`config.mk`:
```
export PLATFORM = sky130hd
export DESIGN_NAME = fb_port_arbiter_flat
export DESIGN_NICKNAME = d
export VERILOG_FILES = /design/src/rtl/fb_pkg.sv /design/src/rtl/fb_port_arbiter_if.sv /design/src/rtl/fb_rr_pick.sv /design/src/rtl/fb_port_arbiter.sv /design/src/flat_wrapper.sv
export SDC_FILE = /design/constraint.sdc
export NUM_CORES = 1
export LEC_CHECK = 0
export CAP_MARGIN = 20
export CORE_ASPECT_RATIO = 0.6
export CORE_MARGIN = 2
export CORE_UTILIZATION = 35
export CTS_BUF_LIST = sky130_fd_sc_hd__clkbuf_8
export CTS_CLUSTER_SIZE = 40
export DETAILED_ROUTE_END_ITERATION = 12
export PLACE_DENSITY = 0.77
export SYNTH_ARGS = -nofsm -noshare
export SYNTH_HDL_FRONTEND = slang
export SYNTH_SLANG_ARGS = --single-unit
```
`constraint.sdc`:
```
create_clock -name clk25 -period 3.02 [get_ports clk25]
set_input_delay 0.906 -clock clk25 [delete_from_list [all_inputs] [get_ports clk25]]
set_output_delay 0.906 -clock clk25 [all_outputs]
set_load 0.005 [all_outputs]
```
`src/rtl/fb_pkg.sv`:
```
// Shared types and default sizes for the framebuffer port arbiter.
// Optional starvation guard is enabled by defining FB_STARVE_GUARD_EN.
package fb_pkg;

    localparam int FB_AW_DEF    = 13;
    localparam int FB_DW_DEF    = 8;
    localparam int FB_DEPTH_DEF = 6400;

    typedef enum logic [1:0] {
        GRANT_NONE,
        GRANT_VID,
        GRANT_WR,
        GRANT_RD
    } grant_e;

    // What the RAM will be returning on the cycle after a grant.
    // miss marks a video slot that the starvation guard handed to a host.
    typedef struct packed {
        logic was_vid;
        logic was_hrd;
        logic oob;
        logic miss;
    } rd_tag_t;

endpackage

```
`src/rtl/fb_port_arbiter_if.sv`:
```
// Bus bundle between the video scan-out, host ports, arbiter and framebuffer RAM.
// The requesters and RAM model sit on the master side, the arbiter on the slave side.
// Used by fb_port_arbiter (starvation guard macro: FB_STARVE_GUARD_EN).
interface fb_port_arbiter_if
    import fb_pkg::*;
#(
    parameter int AW = FB_AW_DEF,
    parameter int DW = FB_DW_DEF
) ();

    logic          vid_req;
    logic [AW-1:0] vid_addr;
    logic [DW-1:0] vid_data;
    logic          vid_valid;
    logic          vid_miss;

    logic          hwr_valid;
    logic          hwr_ready;
    logic [AW-1:0] hwr_addr;
    logic [DW-1:0] hwr_data;

    logic          hrd_valid;
    logic          hrd_ready;
    logic [AW-1:0] hrd_addr;
    logic [DW-1:0] hrd_data;
    logic          hrd_data_valid;

    logic          oob_err;

    logic [AW-1:0] ram_addr;
    logic          ram_we;
    logic [DW-1:0] ram_wdata;
    logic [DW-1:0] ram_rdata;

    modport master (
        output vid_req, vid_addr, hwr_valid, hwr_addr, hwr_data,
               hrd_valid, hrd_addr, ram_rdata,
        input  vid_data, vid_valid, vid_miss, hwr_ready, hrd_ready,
               hrd_data, hrd_data_valid, oob_err, ram_addr, ram_we, ram_wdata
    );

    modport slave (
        input  vid_req, vid_addr, hwr_valid, hwr_addr, hwr_data,
               hrd_valid, hrd_addr, ram_rdata,
        output vid_data, vid_valid, vid_miss, hwr_ready, hrd_ready,
               hrd_data, hrd_data_valid, oob_err, ram_addr, ram_we, ram_wdata
    );

endinterface

```
`src/rtl/fb_rr_pick.sv`:
```
// Two-way round-robin choice between the host write and host read ports.
// The pointer names the port that wins when both are pending; after a host
// grant it points at the port that was not served.
module fb_rr_pick
    import fb_pkg::*;
(
    input  logic   clk25,
    input  logic   rst_n,
    input  logic   req_wr,
    input  logic   req_rd,
    input  grant_e granted,
    output grant_e pick
);

    logic ptr_rd;

    // Host choice for this cycle; a lone request always wins.
    always_comb begin
        pick = GRANT_NONE;
        if (req_wr && req_rd) begin
            pick = ptr_rd ? GRANT_RD : GRANT_WR;
        end else if (req_wr) begin
            pick = GRANT_WR;
        end else if (req_rd) begin
            pick = GRANT_RD;
        end
    end

    // Point away from whichever host port was just served.
    always_ff @(posedge clk25) begin
        if (!rst_n) begin
            ptr_rd <= 1'b0;
        end else if (granted == GRANT_WR) begin
            ptr_rd <= 1'b1;
        end else if (granted == GRANT_RD) begin
            ptr_rd <= 1'b0;
        end
    end

endmodule

```
`src/rtl/fb_port_arbiter.sv`:
```
// Single-port framebuffer arbiter: video scan-out has fixed priority, the two
// host ports share the remaining cycles round-robin. Reads return 2 cycles
// after grant. Define FB_STARVE_GUARD_EN to let a host that has waited
// MAX_WAIT cycles take a video slot (video then sees vid_miss).
module fb_port_arbiter
    import fb_pkg::*;
#(
    parameter int AW       = FB_AW_DEF,
    parameter int DW       = FB_DW_DEF,
    parameter int FB_DEPTH = FB_DEPTH_DEF
`ifdef FB_STARVE_GUARD_EN
    ,
    parameter int MAX_WAIT = 15
`endif
) (
    input  logic             clk25,
    input  logic             rst_n,
    fb_port_arbiter_if.slave bus
);

    localparam logic [AW:0] DEPTH_LIM = (AW+1)'(FB_DEPTH);

    grant_e        host_pick;
    grant_e        grant_p0;
    logic          host_pend;
    logic          starve;
    logic          vid_miss_p0;
    logic          oob_p0;
    logic [AW-1:0] addr_p0;
    logic [AW-1:0] addr_hold;
    logic          oob_err_q;
    rd_tag_t       tag_p1;
    logic          vid_vld_p2;
    logic          vid_miss_p2;
    logic [DW-1:0] vid_data_p2;
    logic          hrd_vld_p2;
    logic [DW-1:0] hrd_data_p2;

    assign host_pend = bus.hwr_valid || bus.hrd_valid;

    fb_rr_pick u_rr_pick (
        .clk25   (clk25),
        .rst_n   (rst_n),
        .req_wr  (bus.hwr_valid),
        .req_rd  (bus.hrd_valid),
        .granted (grant_p0),
        .pick    (host_pick)
    );

`ifdef FB_STARVE_GUARD_EN
    logic [3:0] wait_cnt;

    assign starve = host_pend && (wait_cnt == 4'(MAX_WAIT));

    // Count cycles a host request sits unserved; any host grant restarts it.
    always_ff @(posedge clk25) begin
        if (!rst_n) begin
            wait_cnt <= '0;
        end else if (grant_p0 == GRANT_WR || grant_p0 == GRANT_RD) begin
            wait_cnt <= '0;
        end else if (host_pend) begin
            wait_cnt <= wait_cnt + 4'd1;
        end
    end
`else
    assign starve = 1'b0;
`endif

    // Stage p0: pick one requester; nothing is granted while reset is asserted.
    always_comb begin
        grant_p0    = GRANT_NONE;
        vid_miss_p0 = 1'b0;
        if (rst_n) begin
            if (bus.vid_req && !starve) begin
                grant_p0 = GRANT_VID;
            end else if (host_pend) begin
                grant_p0    = host_pick;
                vid_miss_p0 = bus.vid_req;
            end
        end
    end

    // RAM address follows the winner and holds its last value when idle.
    always_comb begin
        addr_p0 = addr_hold;
        case (grant_p0)
            GRANT_VID: addr_p0 = bus.vid_addr;
            GRANT_WR:  addr_p0 = bus.hwr_addr;
            GRANT_RD:  addr_p0 = bus.hrd_addr;
            default:   addr_p0 = addr_hold;
        endcase
    end

    assign oob_p0        = (grant_p0 != GRANT_NONE) && ({1'b0, addr_p0} >= DEPTH_LIM);
    assign bus.ram_addr  = addr_p0;
    assign bus.ram_we    = (grant_p0 == GRANT_WR) && !oob_p0;
    assign bus.ram_wdata = (grant_p0 == GRANT_WR) ? bus.hwr_data : '0;
    assign bus.hwr_ready = (grant_p0 == GRANT_WR);
    assign bus.hrd_ready = (grant_p0 == GRANT_RD);

    // Stage p0 -> p1: tag what the RAM returns next cycle, track sticky OOB.
    always_ff @(posedge clk25) begin
        if (!rst_n) begin
            tag_p1    <= '0;
            addr_hold <= '0;
            oob_err_q <= 1'b0;
        end else begin
            tag_p1.was_vid <= (grant_p0 == GRANT_VID) || vid_miss_p0;
            tag_p1.was_hrd <= (grant_p0 == GRANT_RD);
            tag_p1.oob     <= oob_p0;
            tag_p1.miss    <= vid_miss_p0;
            addr_hold      <= addr_p0;
            if (oob_p0) begin
                oob_err_q <= 1'b1;
            end
        end
    end

    // Stage p1 -> p2: register read data; OOB reads return zero, missed video keeps old data.
    always_ff @(posedge clk25) begin
        if (!rst_n) begin
            vid_vld_p2  <= 1'b0;
            vid_miss_p2 <= 1'b0;
            vid_data_p2 <= '0;
            hrd_vld_p2  <= 1'b0;
            hrd_data_p2 <= '0;
        end else begin
            vid_vld_p2  <= tag_p1.was_vid;
            vid_miss_p2 <= tag_p1.was_vid && tag_p1.miss;
            hrd_vld_p2  <= tag_p1.was_hrd;
            if (tag_p1.was_vid && !tag_p1.miss) begin
                vid_data_p2 <= tag_p1.oob ? '0 : bus.ram_rdata;
            end
            if (tag_p1.was_hrd) begin
                hrd_data_p2 <= tag_p1.oob ? '0 : bus.ram_rdata;
            end
        end
    end

    assign bus.vid_valid      = vid_vld_p2;
    assign bus.vid_miss       = vid_miss_p2;
    assign bus.vid_data       = vid_data_p2;
    assign bus.hrd_data_valid = hrd_vld_p2;
    assign bus.hrd_data       = hrd_data_p2;
    assign bus.oob_err        = oob_err_q;

endmodule

```
`src/flat_wrapper.sv`:
```
// flat-port wrapper written by rule: the top's interface ports become plain ports
module fb_port_arbiter_flat import fb_pkg::*;
#(
    parameter int AW       = FB_AW_DEF,
    parameter int DW       = FB_DW_DEF,
    parameter int FB_DEPTH = FB_DEPTH_DEF

)
  (clk25, rst_n, bus_vid_req, bus_vid_addr, bus_hwr_valid, bus_hwr_addr, bus_hwr_data, bus_hrd_valid, bus_hrd_addr, bus_ram_rdata, bus_vid_data, bus_vid_valid, bus_vid_miss, bus_hwr_ready, bus_hrd_ready, bus_hrd_data, bus_hrd_data_valid, bus_oob_err, bus_ram_addr, bus_ram_we, bus_ram_wdata);
  fb_port_arbiter_if #(.AW(AW), .DW(DW)) bus_i ();
  input  logic clk25;
  input  logic rst_n;
  input wire logic [$bits(bus_i.vid_req)-1:0] bus_vid_req;
  input wire logic [$bits(bus_i.vid_addr)-1:0] bus_vid_addr;
  input wire logic [$bits(bus_i.hwr_valid)-1:0] bus_hwr_valid;
  input wire logic [$bits(bus_i.hwr_addr)-1:0] bus_hwr_addr;
  input wire logic [$bits(bus_i.hwr_data)-1:0] bus_hwr_data;
  input wire logic [$bits(bus_i.hrd_valid)-1:0] bus_hrd_valid;
  input wire logic [$bits(bus_i.hrd_addr)-1:0] bus_hrd_addr;
  input wire logic [$bits(bus_i.ram_rdata)-1:0] bus_ram_rdata;
  output wire logic [$bits(bus_i.vid_data)-1:0] bus_vid_data;
  output wire logic [$bits(bus_i.vid_valid)-1:0] bus_vid_valid;
  output wire logic [$bits(bus_i.vid_miss)-1:0] bus_vid_miss;
  output wire logic [$bits(bus_i.hwr_ready)-1:0] bus_hwr_ready;
  output wire logic [$bits(bus_i.hrd_ready)-1:0] bus_hrd_ready;
  output wire logic [$bits(bus_i.hrd_data)-1:0] bus_hrd_data;
  output wire logic [$bits(bus_i.hrd_data_valid)-1:0] bus_hrd_data_valid;
  output wire logic [$bits(bus_i.oob_err)-1:0] bus_oob_err;
  output wire logic [$bits(bus_i.ram_addr)-1:0] bus_ram_addr;
  output wire logic [$bits(bus_i.ram_we)-1:0] bus_ram_we;
  output wire logic [$bits(bus_i.ram_wdata)-1:0] bus_ram_wdata;
  assign bus_i.vid_req = bus_vid_req;
  assign bus_i.vid_addr = bus_vid_addr;
  assign bus_i.hwr_valid = bus_hwr_valid;
  assign bus_i.hwr_addr = bus_hwr_addr;
  assign bus_i.hwr_data = bus_hwr_data;
  assign bus_i.hrd_valid = bus_hrd_valid;
  assign bus_i.hrd_addr = bus_hrd_addr;
  assign bus_i.ram_rdata = bus_ram_rdata;
  assign bus_vid_data = bus_i.vid_data;
  assign bus_vid_valid = bus_i.vid_valid;
  assign bus_vid_miss = bus_i.vid_miss;
  assign bus_hwr_ready = bus_i.hwr_ready;
  assign bus_hrd_ready = bus_i.hrd_ready;
  assign bus_hrd_data = bus_i.hrd_data;
  assign bus_hrd_data_valid = bus_i.hrd_data_valid;
  assign bus_oob_err = bus_i.oob_err;
  assign bus_ram_addr = bus_i.ram_addr;
  assign bus_ram_we = bus_i.ram_we;
  assign bus_ram_wdata = bus_i.ram_wdata;
  fb_port_arbiter #(.AW(AW), .DW(DW), .FB_DEPTH(FB_DEPTH)) u_core (.clk25(clk25), .rst_n(rst_n), .bus(bus_i));
endmodule
```
==> impl_metrics.toml <==
# generated from flow reports
[route]
drt_iter0_markers = 65
vias = 1822
ant_nets = 0

[cts]
cts_buffers = 5
htreeDepth = 2
tritoncts = "yes"
root_buffer = "clkbuf_8"
clockBufferDepth = 2

[status]
status = "complete, but fails checks"
violations = "setup timing"

[pwr]
p_leak_nw = 1.41

[sta]
worst_slack_ns = -0.122
setup_violations = 4
worst_pin_slew_ns = 0.549

[cells_and_area]
layout.nets = 379
syn2layout_area_growth_pct = 94.6
design_area_um2 = 3250

[place]
place_ws_ns = -0.935

[setup_path]
worst_path_max_delay_cell = "o31a_1"
path_class = "in2out"
setup.worst_path.start_class = "primary input"

[floorplanning]
initial_utilization = 0.364
die_area_um2 = 5360

[yosys]
ys_ff = 36
ys_cells = 173
syn_area_um2 = 1670
synth_warnings = 0
async_reset_ff_frac = 0

[global_routing]
grt-ovfl-total = 0
==> area by class of cell <==
type,count,area (um2)
clock buffer,7,96.3
fill,362,1340
multi-input combinational,124,930
sequential,36,721
tap,63,78.8
timing repair buffer,152,1430
==> report_power, final <==
group	switching, W	leakage, nW	total (W)	internal (W)
Clock	0.000162	0.0503	0.000365	0.000203
Combinational	0.000109	1.07	0.000323	0.000214
Sequential	0.0000156	0.294	0.000513	0.000497
Total	0.000287	1.41	0.00120	0.000915
==> synthesized netlist by cell type, types with 2 or more instances <==
library cell  instances  area [um2]
a221o_1               2        20.0
clkbuf_1              9        33.8
nand2_1              11        41.3
mux2i_1              16         160
nand4_1               2        12.5
nand3_1               2        10.0
dfxtp_1              36         721
a21o_1                3        22.5
a41oi_1               3        26.3
buf_6                 3        33.8
nor2b_1              25         156
o21ai_1               8        40.0
and2_1               26         163
and3_1                2        12.5
nor2_1                3        11.3
a222oi_1              8        80.1
==> logic make-up (layout without fill, tap and decap cells) <==
| logic type | Yosys count | after routing | share of synthesized area |
|---|---|---|---|
| AND-OR/OR-AND | 30 | 30 | 0.150 |
| other | 1 | 1 | 0.00224 |
| AND/OR/NAND/NOR | 77 | 77 | 0.276 |
| multiplexers | 16 | 16 | 0.0958 |
| flip-flops | 36 | 36 | 0.431 |
| buffers and inverters | 13 | 159 | 0.0449 |
==> metal layers <==
layer | vias to the layer above | global-route usage | wire length [um]
li1 | 895 | - | -
met1 | 845 | 0.279 | 2620
met2 | 72 | 0.348 | 2720
met3 | 10 | 0.0634 | 397
met4 | 0 | 0.0567 | 68
met5 | - | 0 | 0
==> worst paths after layout <==
check                     startpoint             endpoint  slack (ns)  cells past startpoint
max                    bus_hwr_valid           bus_ram_we       -0.12                      7
min               u_core.bus.oob_err   u_core.bus.oob_err        0.45                      1
max reg2reg  u_core.u_rr_pick.ptr_rd  u_core.addr_hold[2]        0.39                     16
min reg2reg       u_core.bus.oob_err   u_core.bus.oob_err        0.45                      1
==> stage by stage <==
step / hold WS (ns) / utilization
2_1_floorplan: 0.451 / -
3_3_place_gp: 0.437 / 0.619
3_5_place_dp: 0.440 / 0.619
4_1_cts: 0.455 / 0.692
5_1_grt: 0.489 / 0.709
6_report: 0.454 / 0.709
==> flip-flops by register name, indices dropped and copies added, names as in the netlist <==
name	count
u_core.addr_hold	13
u_core.bus.hrd_data	8
u_core.bus.hrd_data_valid	1
u_core.bus.oob_err	1
u_core.bus.vid_data	8
u_core.bus.vid_valid	1
u_core.tag_p1	3
u_core.u_rr_pick.ptr_rd	1
==> repair_timing <==
item                                    4_1_cts  5_1_grt
hold endpoints to repair                      0        0
gates cloned                                  0        1
setup buffers                                29        2
endpoints found under the setup margin       24       15
pin swaps                                    31       19
gates resized                               106       21
hold buffers                                  0        0
**PDN straps and rails**

Drawn at 6 px/um. Pins as bars on the die edge.
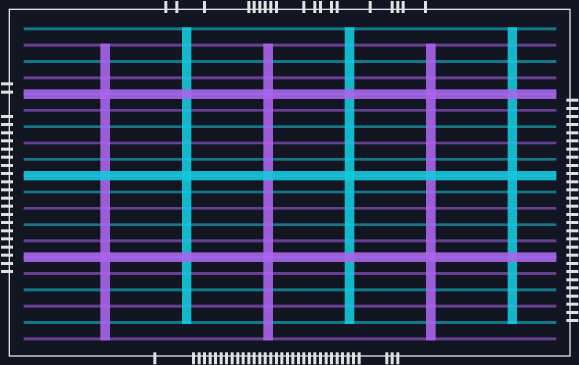
Purple is VSS. Cyan is VDD.
3 straps on met5. The core has 19 rows. 6 straps on met4. 20 met1 rails follow the rows.
Chip Height: 57.5 um
Core Box Area: 4590 um2
die width: 93.2 um
Peak VDD IR: 0.287 mV

**Gate-type map**

Drawn at 4 px/um.
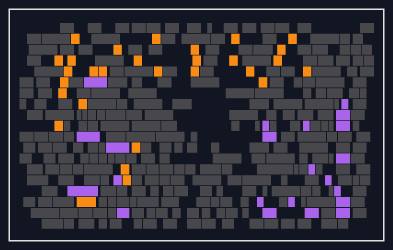
Purple is inverting AOI/OAI gates, cells 22. Orange is NOR gates, cells 29.
multi-input gate share of total cell area: 0.286
most used logic cell in the final layout: clkdlybuf4s50_1
Final Non-Filler Cells: 382

**Signal wires by layer**

Drawn at 6 px/um.
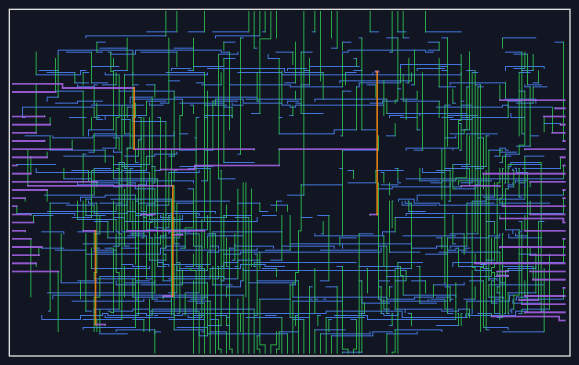
Orange is met4, wire length 68.0 um. Green is met2, wire length 2720 um. Blue is met1, wire length 2620 um. Purple is met3, wire length 397 um.
WL final: 5.80 mm
routed length per placed instance: 15.2 um

**Clock nets**

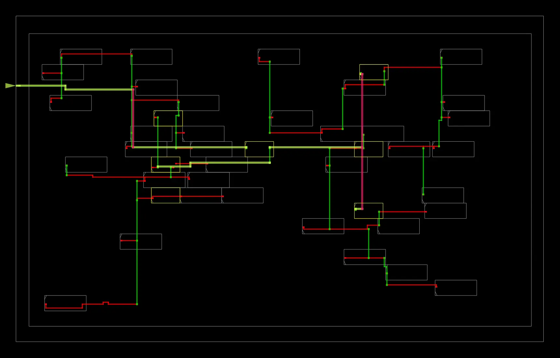
clock-net power: 0.000365 W
clk_lat worst skew: 0.28 ns

**Routed clock nets over the placement**

Drawn at 4 px/um.
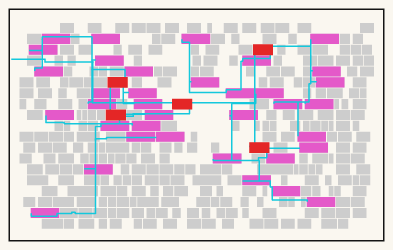
Cyan is clock wires, length 453 um. Magenta is flip-flops, count 36. Red is cells driving clock nets, count 5.
There are 6 routed clock nets.
part of the power in the clock network: 0.304
Final Skew: 0.00737 ns

Power figures rest on the tool's default switching activity, not on a simulated workload.
